**src/rtl/if_stage.sv**
```systemverilog
// if_stage: instruction fetch with one outstanding imem request and a 2-entry fetch buffer
// Ports: clk/rst; imem request/grant/response; EX redirect; decode head (valid/instr/pc/ready); fault flag.
module if_stage #(
  parameter logic [63:0] RESET_PC   = 64'h0,
  parameter int          FBUF_DEPTH = 2
) (
  input  logic        clk,
  input  logic        rst,
  output logic        o_imem_req,
  output logic [63:0] o_imem_addr,
  input  logic        i_imem_gnt,
  input  logic        i_imem_rvalid,
  input  logic [31:0] i_imem_rdata,
  input  logic        i_ex_redirect,
  input  logic [63:0] i_ex_target,
  input  logic        i_id_ready,
  output logic        o_if_valid,
  output logic [31:0] o_if_instr,
  output logic [63:0] o_if_pc,
  output logic        o_if_fault
);
  typedef enum logic {RUN, FAULT} state_e;
  state_e      state_q, state_d;
  logic [63:0] fetch_pc_q, fetch_pc_d, req_pc_q, req_pc_d;
  logic        pending_q, pending_d, kill_q, kill_d;
  logic [1:0]  count_q, count_d;
  logic        rd_q, wr_q;
  logic [31:0] instr_q [2];
  logic [63:0] pc_q [2];
  logic        grant, rsp, push, pop, aligned;
  // pending is counted against buffer space so a granted response always has a slot
  assign o_imem_req  = !rst && state_q == RUN && !pending_q && !i_ex_redirect &&
                       (({1'b0, count_q} + {2'b0, pending_q}) < 3'(FBUF_DEPTH));
  assign o_imem_addr = fetch_pc_q;
  assign o_if_valid  = !rst && state_q == RUN && count_q != 2'd0;
  assign o_if_instr  = o_if_valid ? instr_q[rd_q] : 32'h0;
  assign o_if_pc     = o_if_valid ? pc_q[rd_q] : 64'h0;
  assign o_if_fault  = !rst && state_q == FAULT;
  assign grant   = o_imem_req && i_imem_gnt;
  assign rsp     = pending_q && i_imem_rvalid;
  assign push    = rsp && !kill_q && !i_ex_redirect;
  assign pop     = o_if_valid && i_id_ready && !i_ex_redirect;
  assign aligned = i_ex_target[1:0] == 2'b00;
  always_comb begin
    state_d    = i_ex_redirect ? (aligned ? RUN : FAULT) : state_q;
    fetch_pc_d = (i_ex_redirect && aligned) ? i_ex_target : grant ? fetch_pc_q + 64'd4 : fetch_pc_q;
    req_pc_d   = grant ? fetch_pc_q : req_pc_q;
    pending_d  = grant || (pending_q && !i_imem_rvalid);
    // a redirect with a response still in flight marks it for discard on arrival
    kill_d     = i_ex_redirect ? (pending_q && !i_imem_rvalid) : (kill_q && !rsp);
    count_d    = i_ex_redirect ? 2'd0 : count_q + {1'b0, push} - {1'b0, pop};
  end
  always_ff @(posedge clk) begin
    if (rst) begin
      state_q    <= RUN;
      fetch_pc_q <= RESET_PC;
      req_pc_q   <= 64'h0;
      pending_q  <= 1'b0;
      kill_q     <= 1'b0;
      count_q    <= 2'd0;
      rd_q       <= 1'b0;
      wr_q       <= 1'b0;
    end else begin
      state_q    <= state_d;
      fetch_pc_q <= fetch_pc_d;
      req_pc_q   <= req_pc_d;
      pending_q  <= pending_d;
      kill_q     <= kill_d;
      count_q    <= count_d;
      rd_q       <= i_ex_redirect ? 1'b0 : rd_q ^ pop;
      wr_q       <= i_ex_redirect ? 1'b0 : wr_q ^ push;
      if (push) begin
        instr_q[wr_q] <= i_imem_rdata;
        pc_q[wr_q]    <= req_pc_q;
      end
    end
  end
  a_no_overflow: assert property (@(posedge clk) disable iff (rst) !(push && count_q == 2'd2));
endmodule

```
**config.mk**
```make
export PLATFORM = sky130hd
export DESIGN_NAME = if_stage
export DESIGN_NICKNAME = d
export VERILOG_FILES = /design/src/rtl/if_stage.sv
export SDC_FILE = /design/constraint.sdc
export NUM_CORES = 1
export LEC_CHECK = 0
export CAP_MARGIN = 20
export CORE_ASPECT_RATIO = 1.5
export CORE_MARGIN = 2
export CORE_UTILIZATION = 35
export DETAILED_ROUTE_END_ITERATION = 8
export PLACE_DENSITY = 0.61
export SLEW_MARGIN = 10
export SYNTH_ARGS = -nofsm -noshare
export SYNTH_HDL_FRONTEND = slang
export SYNTH_SLANG_ARGS = --single-unit
```
**constraint.sdc**
```tcl
create_clock -name clk -period 12.2 [get_ports clk]
set_clock_uncertainty 0.2 [all_clocks]
set_input_delay 1.22 -clock clk [delete_from_list [all_inputs] [get_ports clk]]
set_output_delay 1.22 -clock clk [all_outputs]
set_load 0.005 [all_outputs]
```
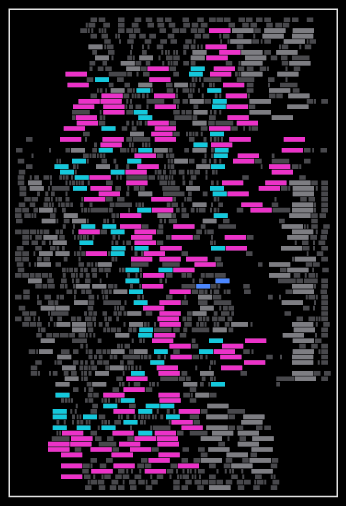
(run_1/ff_map.png)
Drawn at 2 px/um.
- pc_q: magenta (sequential cells 128)
- count_q: blue (sequential cells 2)
- req_pc_q: cyan (sequential cells 64)
- not coloured: 133

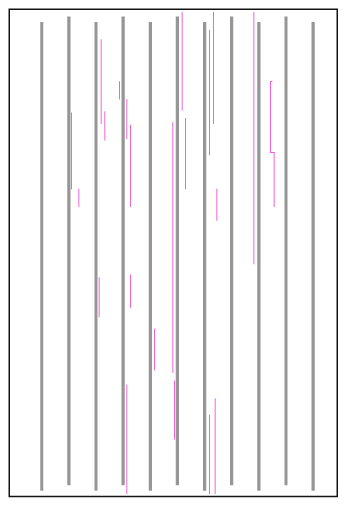
(run_1/m4.png)
Drawn at 2 px/um. Supply wires on this layer in grey.
- longest straight run: 126 um
- share of all routed wire: 2.5%
- nets with wire on the layer: 14
- wire length on this layer: 934 um
- main direction: vertical

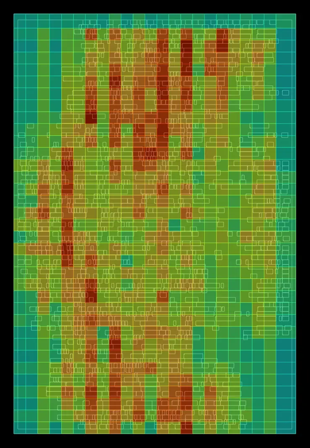
(run_1/congestion_map.png)
met2 Use GR: 0.340
GR Util met3: 0.0191
most used routing layer: met2

==> GITHUB_STEP_SUMMARY, run 1 <==
### Yosys + OpenROAD results

| Metric | Value |
|---|---|
| Max Used Layer | `met4` |
| Fin Setup TNS | `0 ns` |
| Setup WS pre-CTS | `7.35 ns` |
| CP startpoint kind | `input port` |
| Synth area leader | `edfxtp_1` |
| FF-to-FF path depth | `7` |
| Most flops, register | `pc_q` |
| Clock power frac | `0.420` |
| DR WL met3 | `1.86 mm` |
| Max Clk Rate | `211 MHz` |
| Drt pass-1 iters | `5` |
| Leading cell kind | `registers` |
| Setup crit end | `o_if_pc[29]` |
| DRC | `0` |
| Count of pins over their slew limit | `0` |
| Tap Cells | `489` |
| Core area | `0.0376 sq mm` |
| Comb area leader | `simple AND/OR/NAND/NOR gates` |
| Status | `finished, final reports clean` |
| Worst EP required | `10.78 ns` |
| Clock-cell share of area | `0.0570` |
| Worst path depth | `6` |
| Die height | `243 um` |
| Unrepaired setup endpoints after global routing | `no` |
| Fin util | `0.464` |
| Non-clock buffer area fraction after layout | `0.158` |
| Final setup violation count | `0` |
| Critical Path Max Stage Delay | `0.61 ns` |
| FP Util | `0.355` |
| Sequential cell area | `0.00847 sq mm` |
| Reported clock group power | `945 uW` |
==> run 1 -> run 2 <==
Clock period 12.2 ns to 4.85 ns, I/O delays scaled along.
==> run 2 against run 1 <==
Sequential cell count stayed put. Wire length rose by 1.4%. Area after synthesis stayed put. First-iteration DRC count is 2.2% higher. Total power went up to 2.5 times the previous value. Worst hold slack worse by 0.034 ns. Register-to-register slack worse by 7.3 ns. Synthesized cell count unchanged. Setup slack got worse by 6.1 ns. Via count grew 0.61%. Critical path type is now flip-flop to output pin. Largest cell class unchanged.
==> GITHUB_STEP_SUMMARY, run 2 <==
### Yosys + OpenROAD results

| Metric | Value |
|---|---|
| Reported clock group power | `2.42 mW (was 945 uW)` |
| Clock power frac | `0.424 (was 0.420)` |
| Sequential cell area | `0.00847 sq mm (unchanged)` |
| Fin Setup TNS | `0 ns (unchanged)` |
| Max Used Layer | `met4 (unchanged)` |
| FF-to-FF path depth | `6 (was 7)` |
| Fin util | `0.466 (was 0.464)` |
| Setup crit end | `o_if_instr[8] (was o_if_pc[29])` |
| Routed WL | `37.7 mm (was 37.2 mm)` |
| GR Util met3 | `0.0200 (was 0.0191)` |
| Worst EP required | `4.16 ns (was 10.78 ns)` |
| Status | `finished, final reports clean (unchanged)` |
| Worst path depth | `4 (was 6)` |
| Most flops, register | `pc_q (unchanged)` |
| Comb area leader | `simple AND/OR/NAND/NOR gates (unchanged)` |
| Leading cell kind | `registers (unchanged)` |
| DR WL met3 | `1.75 mm (was 1.86 mm)` |
| Count of pins over their slew limit | `0 (unchanged)` |
| Unrepaired setup endpoints after global routing | `no (unchanged)` |
| DRC | `0 (unchanged)` |
| Final setup violation count | `0 (unchanged)` |
| Met2 Use GR | `0.339 (was 0.340)` |
| Compound Share, Synth | `0.0724 (unchanged)` |
| Setup WS pre-CTS | `1.25 ns (was 7.35 ns)` |
| Max Clk Rate | `283 MHz` |
| Most used routing layer | `met2 (unchanged)` |
| Drt pass-1 iters | `5 (unchanged)` |
| CP startpoint kind | `flip-flop (was input port)` |
| Core area | `0.0376 sq mm (unchanged)` |
| FP Util | `0.355 (unchanged)` |
| Synth area leader | `edfxtp_1 (unchanged)` |
| Tap Cells | `489 (unchanged)` |
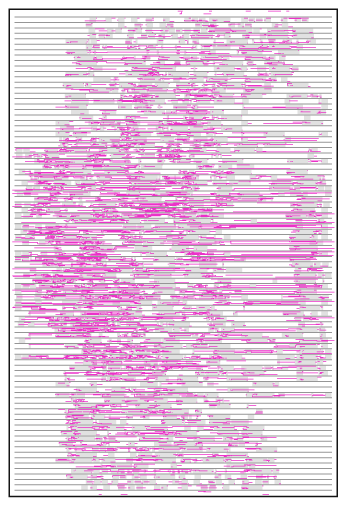
(run_2/m1.png)
Drawn at 2 px/um. Supply wires on this layer in grey.
- main direction: horizontal
- nets with wire on the layer: 1,382

Power and IR drop assume default switching activity.
